[config.mk]
export PLATFORM = sky130hd
export DESIGN_NAME = alu_control_seq
export DESIGN_NICKNAME = d
export VERILOG_FILES = /design/src/rtl/alu_control_seq.sv
export SDC_FILE = /design/constraint.sdc
export NUM_CORES = 1
export LEC_CHECK = 0
export CORE_UTILIZATION = 45
export DETAILED_ROUTE_END_ITERATION = 10
export GPL_ROUTABILITY_DRIVEN = 0
export PLACE_DENSITY = 0.74
export REMOVE_ABC_BUFFERS = 1
export SYNTH_ARGS = -nofsm -noshare
export SYNTH_HDL_FRONTEND = slang
export SYNTH_SLANG_ARGS = --single-unit
[constraint.sdc]
create_clock -name clk -period 3.87 [get_ports clk]
set_clock_uncertainty 0.1 [all_clocks]
set_input_delay 1.161 -clock clk [delete_from_list [all_inputs] [get_ports clk]]
set_output_delay 1.161 -clock clk [all_outputs]
set_load 0.02 [all_outputs]
[src/rtl/alu_control_seq.sv]
// Registered ALU control decoder with a one-deep valid/ready output stage
// and a multiply/divide busy sequencer that stalls dependent HI/LO traffic.
module alu_control_seq #(
  parameter int OP_W          = 6,
  parameter int FUNCT_W       = 6,
  parameter int ALUOP_W       = 5,
  parameter int MULDIV_CYCLES = 32
) (
  input  logic               clk,
  input  logic               reset,
  input  logic               in_valid,
  output logic               in_ready,
  input  logic [OP_W-1:0]    opcode,
  input  logic [FUNCT_W-1:0] funct,
  input  logic               flush,
  output logic               out_valid,
  input  logic               out_ready,
  output logic [ALUOP_W-1:0] alu_operation,
  output logic               jr_flag,
  output logic               illegal,
  output logic               muldiv_start,
  output logic               busy
);

  // state | meaning
  // IDLE  | muldiv unit free; MULT/MULTU/DIV/DIVU and MFHI/MFLO may issue
  // BUSY  | muldiv unit running; count holds remaining cycles minus one
  typedef enum logic [0:0] {
    IDLE = 1'b0,
    BUSY = 1'b1
  } state_t;

  localparam int CNT_W = (MULDIV_CYCLES > 1) ? $clog2(MULDIV_CYCLES) : 1;
  localparam logic [CNT_W-1:0] CNT_LOAD = CNT_W'(MULDIV_CYCLES - 1);

  state_t           state;
  logic [CNT_W-1:0] count;

  logic [4:0] dec_op;
  logic       dec_jr;
  logic       dec_illegal;
  logic       dec_muldiv;
  logic       dec_hilo;
  logic       hazard;
  logic       accept;

  always_comb begin
    dec_op      = 5'h0F;
    dec_jr      = 1'b0;
    dec_illegal = 1'b1;
    dec_muldiv  = 1'b0;
    dec_hilo    = 1'b0;
    case (opcode)
      6'h00: begin
        dec_illegal = 1'b0;
        case (funct)
          6'h20: dec_op = 5'h00;
          6'h24: dec_op = 5'h01;
          6'h27: dec_op = 5'h03;
          6'h25: dec_op = 5'h04;
          6'h00: dec_op = 5'h05;
          6'h02: dec_op = 5'h06;
          6'h22: dec_op = 5'h07;
          6'h2A: dec_op = 5'h0D;
          6'h08: begin
            dec_op = 5'h0E;
            dec_jr = 1'b1;
          end
          6'h18: begin
            dec_op     = 5'h10;
            dec_muldiv = 1'b1;
          end
          6'h19: begin
            dec_op     = 5'h11;
            dec_muldiv = 1'b1;
          end
          6'h1A: begin
            dec_op     = 5'h12;
            dec_muldiv = 1'b1;
          end
          6'h1B: begin
            dec_op     = 5'h13;
            dec_muldiv = 1'b1;
          end
          6'h10: begin
            dec_op   = 5'h14;
            dec_hilo = 1'b1;
          end
          6'h12: begin
            dec_op   = 5'h15;
            dec_hilo = 1'b1;
          end
          default: begin
            dec_op      = 5'h0F;
            dec_illegal = 1'b1;
          end
        endcase
      end
      6'h08: begin dec_op = 5'h00; dec_illegal = 1'b0; end
      6'h0C: begin dec_op = 5'h01; dec_illegal = 1'b0; end
      6'h0D: begin dec_op = 5'h04; dec_illegal = 1'b0; end
      6'h04: begin dec_op = 5'h08; dec_illegal = 1'b0; end
      6'h05: begin dec_op = 5'h09; dec_illegal = 1'b0; end
      6'h0F: begin dec_op = 5'h0A; dec_illegal = 1'b0; end
      6'h23: begin dec_op = 5'h0B; dec_illegal = 1'b0; end
      6'h2B: begin dec_op = 5'h0C; dec_illegal = 1'b0; end
      default: begin
        dec_op      = 5'h0F;
        dec_illegal = 1'b1;
      end
    endcase
  end

  // Anything touching HI/LO must wait until the sequencer is back in IDLE.
  assign hazard   = busy && (dec_muldiv || dec_hilo);
  assign in_ready = (!out_valid || out_ready) && !hazard && !flush;
  assign accept   = in_valid && in_ready;

  always_ff @(posedge clk or posedge reset) begin
    if (reset) begin
      out_valid     <= 1'b0;
      alu_operation <= '0;
      jr_flag       <= 1'b0;
      illegal       <= 1'b0;
    end else if (flush) begin
      out_valid <= 1'b0;
    end else if (accept) begin
      out_valid     <= 1'b1;
      alu_operation <= ALUOP_W'(dec_op);
      jr_flag       <= dec_jr;
      illegal       <= dec_illegal;
    end else if (out_ready) begin
      out_valid <= 1'b0;
    end
  end

  always_ff @(posedge clk or posedge reset) begin
    if (reset) begin
      state        <= IDLE;
      count        <= '0;
      busy         <= 1'b0;
      muldiv_start <= 1'b0;
    end else begin
      muldiv_start <= 1'b0;
      case (state)
        IDLE: begin
          if (accept && dec_muldiv) begin
            state        <= BUSY;
            count        <= CNT_LOAD;
            busy         <= 1'b1;
            muldiv_start <= 1'b1;
          end
        end
        BUSY: begin
          if (count == '0) begin
            state <= IDLE;
            busy  <= 1'b0;
          end else begin
            count <= count - 1'b1;
          end
        end
        default: begin
          state <= IDLE;
          busy  <= 1'b0;
        end
      endcase
    end
  end

endmodule

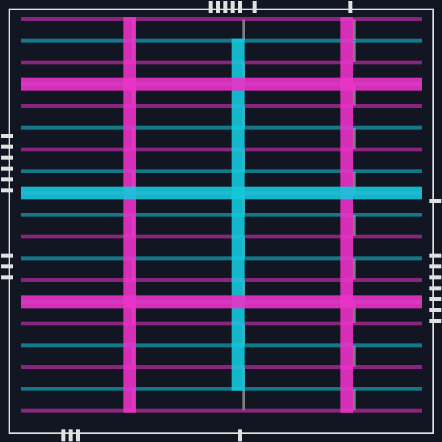
Fig. 1. Power grid.
(8 px per um) Pins as bars on the die edge. Tap cells in gray.
[magenta] VSS
[cyan] VDD
rows: 18
met5 straps: 3
met4 straps: 3
met1 rails: 19
signal pins: 28
placeable core region: 2450 um^2
highest ir drop seen on vdd: 0.159 mV
width of the chip: 52.8 um
die extent in y: 52.8 um

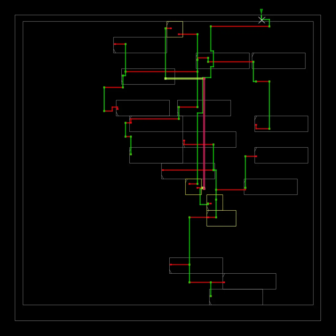
Fig. 2. Clock nets.
clock network power: 0.117 mW
count of sequential standard cells: 16

==> reports/writeup.txt <==
The run finished, with violations left. The checks that failed: design-rule violations. With the I/O pin count at 28, the total number of clock tree sinks is 16.

The register bit total from synthesis came out at 16. Looking at the cell usage after synthesis, the top flip-flop cell is sky130_fd_sc_hd__dfrtp_1. Summing all placed instances gives a cell area of 1570 um^2. The area fraction in xor and xnor cells is 1.51%.

STA reports the tightest min-delay check as being of type register to register. The first global-routing pass estimated 4490 um of wire. With the sequential cell area in the final layout at 400 um^2, the clock insertion delay at the later pin of the skew report is 300 ps. The cell area power density was 254 nW/um^2; the top fanout value on the critical path was 2.

Dividing the final minimum period by the clock period gives 98.0%. In the routed layout, each cell is associated on average with a via count of 5.75. The run gives 17 as the pin count of the biggest net entering global routing. Per the cell usage report, the commonest logic cells after layout are 25 x sky130_fd_sc_hd__clkdlybuf4s50_1, 17 x sky130_fd_sc_hd__buf_4, 16 x sky130_fd_sc_hd__dfrtp_1. The run gives 1117 as the number of global-route vias before repair. Per the placement report, the placed cell count is 206. The pin closest to its max-slew limit shows a slew of 593 ps.

The final number of setup-violating endpoints is 0. In the synthesized netlist, the number of instances is 138. The number of buffers between clock root and the deepest sink is 2. The total overflow left after global routing is 0. After legalization and detailed placement, the total HPWL measured 2260 um. For reference, the most critical setup path is categorized as input port to primary output. The final cell count without fillers is 210, and the post-synthesis async set-or-reset flop share is 100%. The clock period could shrink to 3790 ps. The worst setup path is captured at a primary output. Timing would allow up to 0.264 GHz. The logs give 0 for the total inserted antenna cells and 1610 um^2 for the final design instance area without fill. The routed layout reports a DRC error count of 2.

The chip occupies 2790 um^2. The simple logic cell fraction of the synthesized area is 28.6%, and the worst endpoint data arrival time is 2530 ps. In this run, the number of DRC markers left after iteration 0 of detailed routing was 35. The post-synth tally of flip-flops with integrated enable works out to 0.
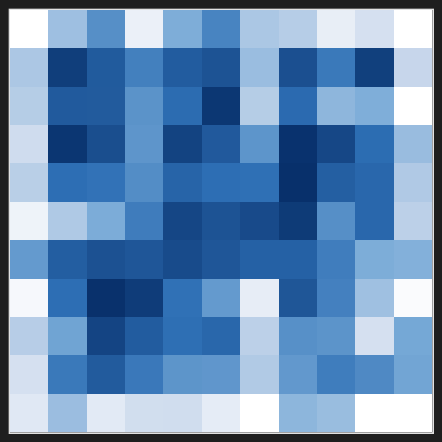
Fig. 3. Cell density map.
(8 px per um) 11 x 11 tiles, from white (low) to dark blue (high), 0 to 100% covered.
densest ninth of the die: center
fullest tile: 100%
nearly empty tiles: 5.0%
mean over tiles: 57%
tiles over 75% full: 35%
Post-Route Utilization: 65.7%
Core Density at Floorplan: 47.3%

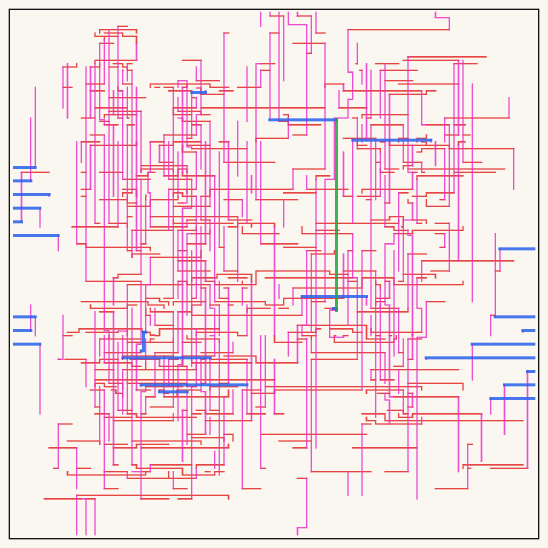
Fig. 4. Routed metal, one color a layer.
(10 px per um)
[green] M4 | wire length: 19.0 um
[red] M1 | wire length: 1190 um
[blue] M3 | wire length: 101 um
[magenta] M2 | wire length: 1590 um
vias after detailed routing: 1207
global routing usage summed across all routing layers: 22.2%
mean routed wirelength per cell: 13.8 um
total wire length after detailed routing: 2900 um

through the flow:
stage                     total power, mW  TNS (ps)  hold slack [ps]  worst slack (ps)  util [%]
after floorplan                     0.231         0              372               544         -
after global placement              0.294      -379              366              -379      64.1
after detailed placement            0.297      -424              370              -424      64.1
after CTS                           0.410         0              393              81.3      65.7
after global routing                0.429         0              407              11.3      65.7
final                               0.411         0              392              79.0      65.7
report_power, final:
group	leakage [nW]	internal, mW	switching (mW)	total (mW)
Clock	0.0210	0.0574	0.0598	0.117
Combinational	0.455	0.0565	0.0578	0.114
Sequential	0.204	0.175	0.00427	0.179
Total	0.680	0.289	0.122	0.411
layout make-up:
cell class	instances	area share (%)
Multi-Input combinational cell	108	44.5
Inverter	8	1.86
Tap cell	30	2.33
Clock buffer	4	2.25
Sequential cell	16	24.8
Timing Repair Buffer	44	24.3
synth_stat cells, types with 2 or more instances:
library cell               number  area share, %
sky130_fd_sc_hd__nor2_1        10            3.2
sky130_fd_sc_hd__nand2b_1       5            2.7
sky130_fd_sc_hd__nor3b_1        2            1.3
sky130_fd_sc_hd__ha_1           2            2.2
sky130_fd_sc_hd__nor4b_1        3            2.3
sky130_fd_sc_hd__nor3_1         6            2.6
sky130_fd_sc_hd__dfrtp_1       16             34
sky130_fd_sc_hd__xnor2_1        2            1.5
sky130_fd_sc_hd__nand3_1        3            1.3
sky130_fd_sc_hd__nor2b_1        4            2.2
sky130_fd_sc_hd__a31oi_1        7            3.8
sky130_fd_sc_hd__inv_1          8            2.6
sky130_fd_sc_hd__nand3b_1       2            1.3
sky130_fd_sc_hd__o21ai_0       13            5.6
sky130_fd_sc_hd__clkbuf_1       5            1.6
sky130_fd_sc_hd__a211oi_1       2            1.3
sky130_fd_sc_hd__a21oi_1       11            4.7
sky130_fd_sc_hd__nand2_1       13            4.2
repair_timing:
item,4_1_cts,5_1_grt
endpoints found under the hold margin,0,0
resized,7,0
buffers inserted,0,0
hold buffers,0,0
setup endpoints to repair,1,0
state kept, by name, indices dropped and copies added (netlist names):
signal and count:
alu_operation 5, count 5, state 1, jr_flag 1
busy 1, illegal 1, out_valid 1, muldiv_start 1
worst max-delay path, cell delays in order:
cell	delay, ps
sky130_fd_sc_hd__clkdlybuf4s50_1	450
sky130_fd_sc_hd__nor4_4	370
sky130_fd_sc_hd__nand2_4	100
sky130_fd_sc_hd__nor3_4	190
sky130_fd_sc_hd__a21oi_1	90
sky130_fd_sc_hd__buf_2	160
per-layer routing:
layer / global-route usage (%) / vias to the layer above / routed length [um]
met2: 41.8 / 35 / 1590
met5: 0 / - / 0
met4: 12.3 / 0 / 19
li1: - / 595 / -
met1: 22.8 / 575 / 1190
met3: 3.48 / 2 / 101
final timing paths:
kind | startpoint | slack [ps] | to
hold reg to reg | illegal | 390 | illegal
setup / recovery | opcode[3] | 80 | in_ready
hold / removal | illegal | 390 | illegal
max in group asynchronous | reset | 2170 | state
setup reg to reg | count[0] | 2000 | count[0]
min in group asynchronous | reset | 1100 | count[3]
Power is estimated from default activity; no workload was simulated.
